**I/O pins on the die edge**

Pins as bars across the die edge, other pins in gray.
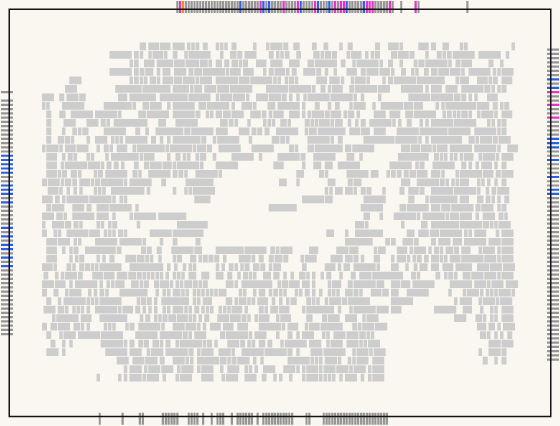
**Cell area per tile**

17 x 13 tiles, from white (low) to dark blue (high), 0 to 100% covered.
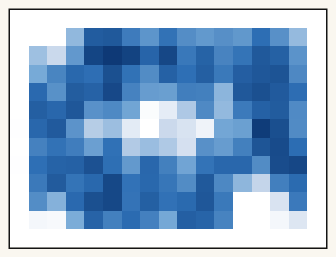
**Cell outlines without signal wires**

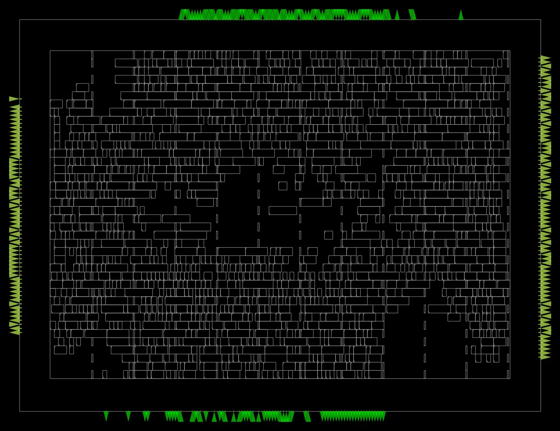
`src/rtl/branch_repair_ctrl.sv`:
```
// Mispredict repair controller: latches a PREMEM flush request, issues a one-cycle
// fetch redirect plus checkpoint restore, then BTB and PHT training writes. Optional: BRU_PERF_CNT_EN.
module branch_repair_ctrl #(
    parameter int CKPT_W = 16
) (
    input  logic              clk,
    input  logic              rst,
    input  logic              sba_flush_i,
    input  logic [31:0]       sba_erroVAddr_i,
    input  logic [31:0]       sba_corrDest_i,
    input  logic              sba_corrTake_i,
    input  logic [CKPT_W-1:0] sba_checkPoint_i,
    input  logic [3:0]        sba_repairAction_i,
    input  logic              cp0_excOccur_i,
    output logic              redirect_valid_o,
    output logic [31:0]       redirect_pc_o,
    output logic              ckpt_restore_o,
    output logic              ras_restore_o,
    output logic [CKPT_W-1:0] ckpt_o,
    output logic              btb_upd_valid_o,
    input  logic              btb_upd_ready_i,
    output logic [31:0]       btb_upd_pc_o,
    output logic [31:0]       btb_upd_target_o,
    output logic              pht_upd_valid_o,
    input  logic              pht_upd_ready_i,
    output logic [31:0]       pht_upd_pc_o,
    output logic              pht_upd_take_o,
    output logic              busy_o,
    output logic [31:0]       perf_repair_cnt_o
);

    typedef enum logic [1:0] {IDLE, REDIR, BTB_WR, PHT_WR} state_t;

    state_t            state, state_nxt;
    logic [31:0]       vaddr_q, dest_q, rpc_q;
    logic              take_q;
    logic [CKPT_W-1:0] ckpt_q;
    logic [3:1]        act_q;
    logic              accept;

    assign accept = sba_flush_i && sba_repairAction_i[0] && !cp0_excOccur_i;

    // A new accept always wins: the previous request's fields are simply overwritten.
    always_ff @(posedge clk) begin
        if (!rst) begin
            state   <= IDLE;
            vaddr_q <= '0;
            dest_q  <= '0;
            rpc_q   <= '0;
            take_q  <= 1'b0;
            ckpt_q  <= '0;
            act_q   <= '0;
        end else begin
            state <= state_nxt;
            if (accept) begin
                vaddr_q <= sba_erroVAddr_i;
                dest_q  <= sba_corrDest_i;
                rpc_q   <= sba_corrTake_i ? sba_corrDest_i : sba_erroVAddr_i + 32'd8;
                take_q  <= sba_corrTake_i;
                ckpt_q  <= sba_checkPoint_i;
                act_q   <= sba_repairAction_i[3:1];
            end
        end
    end

    always_comb begin
        state_nxt = state;
        if (accept) begin
            state_nxt = REDIR;
        end else begin
            case (state)
                IDLE:   state_nxt = IDLE;
                REDIR: begin
                    if (act_q[1])      state_nxt = BTB_WR;
                    else if (act_q[2]) state_nxt = PHT_WR;
                    else               state_nxt = IDLE;
                end
                BTB_WR: begin
                    if (btb_upd_ready_i) state_nxt = act_q[2] ? PHT_WR : IDLE;
                end
                PHT_WR: begin
                    if (pht_upd_ready_i) state_nxt = IDLE;
                end
                default: state_nxt = IDLE;
            endcase
        end
    end

    // A CP0 exception during REDIR owns the fetch redirect; training still goes ahead.
    always_comb begin
        redirect_valid_o = 1'b0;
        redirect_pc_o    = '0;
        ckpt_restore_o   = 1'b0;
        ras_restore_o    = 1'b0;
        ckpt_o           = '0;
        btb_upd_valid_o  = 1'b0;
        btb_upd_pc_o     = '0;
        btb_upd_target_o = '0;
        pht_upd_valid_o  = 1'b0;
        pht_upd_pc_o     = '0;
        pht_upd_take_o   = 1'b0;
        busy_o           = (state != IDLE);
        case (state)
            REDIR: begin
                if (!cp0_excOccur_i) begin
                    redirect_valid_o = 1'b1;
                    redirect_pc_o    = rpc_q;
                    ckpt_restore_o   = 1'b1;
                    ras_restore_o    = act_q[3];
                    ckpt_o           = ckpt_q;
                end
            end
            BTB_WR: begin
                btb_upd_valid_o  = 1'b1;
                btb_upd_pc_o     = vaddr_q;
                btb_upd_target_o = dest_q;
            end
            PHT_WR: begin
                pht_upd_valid_o = 1'b1;
                pht_upd_pc_o    = vaddr_q;
                pht_upd_take_o  = take_q;
            end
            default: ;
        endcase
    end

`ifdef BRU_PERF_CNT_EN
    logic [31:0] perf_cnt_q;

    always_ff @(posedge clk) begin
        if (!rst)        perf_cnt_q <= '0;
        else if (accept) perf_cnt_q <= perf_cnt_q + 32'd1;
    end

    assign perf_repair_cnt_o = perf_cnt_q;
`else
    assign perf_repair_cnt_o = '0;
`endif

endmodule
```
`config.mk`:
```
export PLATFORM = sky130hd
export DESIGN_NAME = branch_repair_ctrl
export DESIGN_NICKNAME = d
export VERILOG_FILES = /design/src/rtl/branch_repair_ctrl.sv
export SDC_FILE = /design/constraint.sdc
export NUM_CORES = 1
export LEC_CHECK = 0
export ABC_AREA = 1
export CAP_MARGIN = 30
export CORE_AREA = 10 10 163 120
export CTS_CLUSTER_SIZE = 16
export DETAILED_ROUTE_END_ITERATION = 10
export DIE_AREA = 0 0 173 130
export GPL_ROUTABILITY_DRIVEN = 0
export PLACE_DENSITY = 0.76
export RECOVER_POWER = 25
export SYNTH_ARGS = -nofsm -noshare
export SYNTH_HDL_FRONTEND = slang
export SYNTH_SLANG_ARGS = --single-unit
```
`constraint.sdc`:
```
create_clock -name clk -period 1.7 [get_ports clk]
set_input_delay 0.425 -clock clk [delete_from_list [all_inputs] [get_ports clk]]
set_output_delay 0.425 -clock clk [all_outputs]
set_load 0.01 [all_outputs]
```
==> git commit body <==
Log flow metrics for this revision

* Critical path buffers and inverters: 4
- Startpoint of the most critical setup path: state[1]$_SDFFE_PP0P_
* Top achievable clock speed: 0.497 GHz
* Worst Reg-to-Reg Cells: 10
* Crit-path cells: inv_4 > ha_4 > nand2_8 > buf_16 > buf_6 > nor2_4 > buf_6
- For hold timing, the worst endpoint is rpc_q[24]$_SDFFE_PN0P_.
* Cell type with the highest occurrence count on the critical path: buf_6
- Failing checks: setup timing
* YS chip area: between 6000 and 7000 um2
- First-pass GRT wire length: between 30 and 40 mm
- Buffers inserted to repair hold after CTS numbered 0.
* Yosys warns: 0
- VDD sags by at most 0.000576 V.
- For this block, the routed nets add up to roughly 27 mm of wire.
- Ratio of cells with drive above 1 in the final layout: 34.8%
* TritonCTS clock tree: yes
- Per Yosys stat, the portion of area used by sequential elements is 37.5%.
- Number of levels the H-tree was split into: 4
- R2r setup slk: 0 ns
- For this run, the slowest stage of the critical path takes 0.37 ns.
* Maximum number of pins on one net before global-route repair: 48
- Remaining DRCs: 0
- For the finished layout, the period the worst path requires is 2.01 ns.
* Yosys cell count: 1001
- Clock latency on the worst-skew pair, taken at its later pin, is 0.41 ns.
- The run finished, with violations left.
- Overall routing resource usage: between 20 and 25%
- For this run, the detailed router reports a per-instance via density of ~4.7.
* Number of failing setup endpoints in the final timing report: 160
- Start point of the worst hold path: rpc_q[24]$_SDFFE_PN0P_
* CTS Sinks: 118
* First-pass DRT Iterations: 5
- Number of pins with negative max-slew slack in the final report: 0
* Classification of the worst setup path: flop to output port
- Sum of net half-perimeters after detailed placement: 18.2 mm
- Initial antenna violation count: 0
- Cell depth of the worst min-delay path: 2
* Crit-path max FO: 8
- Setup tns final: -37.47 ns
- Count of filler cells inserted in the layout: 1425
* Diode insertion count for antenna repair: 0
- Final layout net count: between 1k and 1.5k
* Cell Area, Synth: roughly 6300 um2
* Average footprint of a synthesized cell: approximately 6.3 um2
* Final-report hold violation count: 0
- Setup repair after global routing could not meet its margin everywhere.
- Final setup margin: -0.312 ns
- Share of the cycle needed by the critical path after routing: 118%
- Hold is met by 0.454 ns.
-- 'I/O pins on the die edge' (at the start) --
color	port	pins	direction	edge
magenta	sba_checkPoint_i	16	input	13 top, 3 right
orange	rst	1	input	top
blue	sba_corrDest_i	32	input	15 left, 9 right, 8 top
all pins by edge	80 top, 74 right, 63 bottom, 57 left
Buffers on Ports: 241
height of the die: 130 um

-- 'cell area per tile' (at the start) --
fullest tile	96%
tiles over 75% full	28%
nearly empty tiles	28%
mean over tiles	47%
emptiest ninth of the die	bottom right
starting density of the core: 37.9%
placeable core region: 16600 um2
final core occ: 64.7%

-- 'cell outlines without signal wires' (at the start) --
final std cells w/o fill: 1548
flip-flops: 118
tap cells: 231

-- cells by family after synthesis --
| family | after synthesis | synth area share (%) |
|---|---|---|
| other | 1 | 0.0595 |
| DFF | 118 | 37.5 |
| and+or+nand+nor | 423 | 27.5 |
| xor gates and xnor gates | 5 | 0.695 |
| AOI/OAI and AO/OA | 149 | 13.1 |
| adders and majority gates | 5 | 0.993 |
| buffers and inverters | 300 | 20.1 |
-- stage by stage --
stage / instances / cell area (um2)
2_1_floorplan: 1032 / 6420
3_3_place_gp: 1492 / 9310
3_5_place_dp: 1492 / 9310
4_1_cts: 1548 / 10100
5_1_grt: 1548 / 10700
6_report: 1548 / 10700
-- flip-flops by register name (all words and copies together) (netlist names) --
name,flops
dest_q,32
ckpt_q,16
take_q,1
rpc_q,32
state,2
act_q,3
vaddr_q,32
-- worst min-delay path, stage by stage (launching register included) --
cell and delay [ns]:
dfxtp_1 0.31, nand2_1 0.06, nand2_1 0.05
-- worst max path at each step --
| stage | end | slack (ns) | depth (start not counted) |
|---|---|---|---|
| 3_3_place_gp | redirect_pc_o[7] | -0.60 | 6 |
| 5_1_grt | btb_upd_pc_o[28] | -0.37 | 7 |
| 3_5_place_dp | redirect_pc_o[7] | -0.62 | 6 |
| 6_report | ckpt_o[1] | -0.31 | 7 |
| 2_1_floorplan | btb_upd_pc_o[10] | 0.04 | 6 |
| 4_1_cts | btb_upd_pc_o[1] | -0.40 | 7 |
-- cells in the mapped netlist (all sizes together) --
master	number	area (um2)
clkbuf	26	97.6
nand2	300	1150
nor2	91	414
nand3	31	160
xor2	4	35.0
a21oi	24	120
a22oi	1	7.51
conb	1	3.75
inv	224	841
a31oi	1	6.26
xnor2	1	8.76
dfxtp	118	2360
o21ai	96	480
o221ai	6	52.6
buf	50	329
ha	5	62.6
o21bai	2	15.0
o22ai	8	50.1
a22o	11	96.3
nand4	1	6.26
-- layer usage --
layer	wire, um	up-vias	share of wire [%]	GRT usage [%]
met5	0	-	0	0
met4	576	0	2.1	7.58
met3	2130	39	7.9	6.58
met2	12600	287	47	35.8
met1	11600	3364	43	27.3
li1	-	3555	-	-
-- power by group --
group	internal [W]	total [W]	switching, W
clock network	0.00232	0.00371	0.00139
registers	0.00286	0.00294	0.0000772
logic	0.000379	0.000806	0.000427
total	0.00556	0.00746	0.00190
-- final cells by class --
cell class                 instances  area share, %
inverter                         224           7.93
sequential                       118           22.0
clock inverter                    14           1.64
tap                              231           2.69
timing repair buffer             329           30.5
clock buffer                      18           3.99
multi-input combinational        614           31.2
-- timing repair --
item | in CTS | in global routing
pin swaps | 23 | 39
gates cloned | 10 | 2
setup endpoints to repair | 154 | 161
setup buffers | 15 | 2
gates resized | 719 | 231
-- cell usage in the layout, fill, tap and decap left out, types with 19 or more instances in the layout --
cell / n
nor2_1: 48
inv_1: 159
clkdlybuf4s50_1: 88
buf_4: 51
inv_2: 61
o21ai_0: 93
nand2_2: 19
nand2_1: 232
buf_2: 62
nor2_2: 33
buf_6: 98
clkbuf_16: 19
nand2_4: 48
dfxtp_1: 116
a21oi_1: 24
nand3_1: 28
conb_1: 32
No activity file was given, so power comes from the tool's default toggle rates.
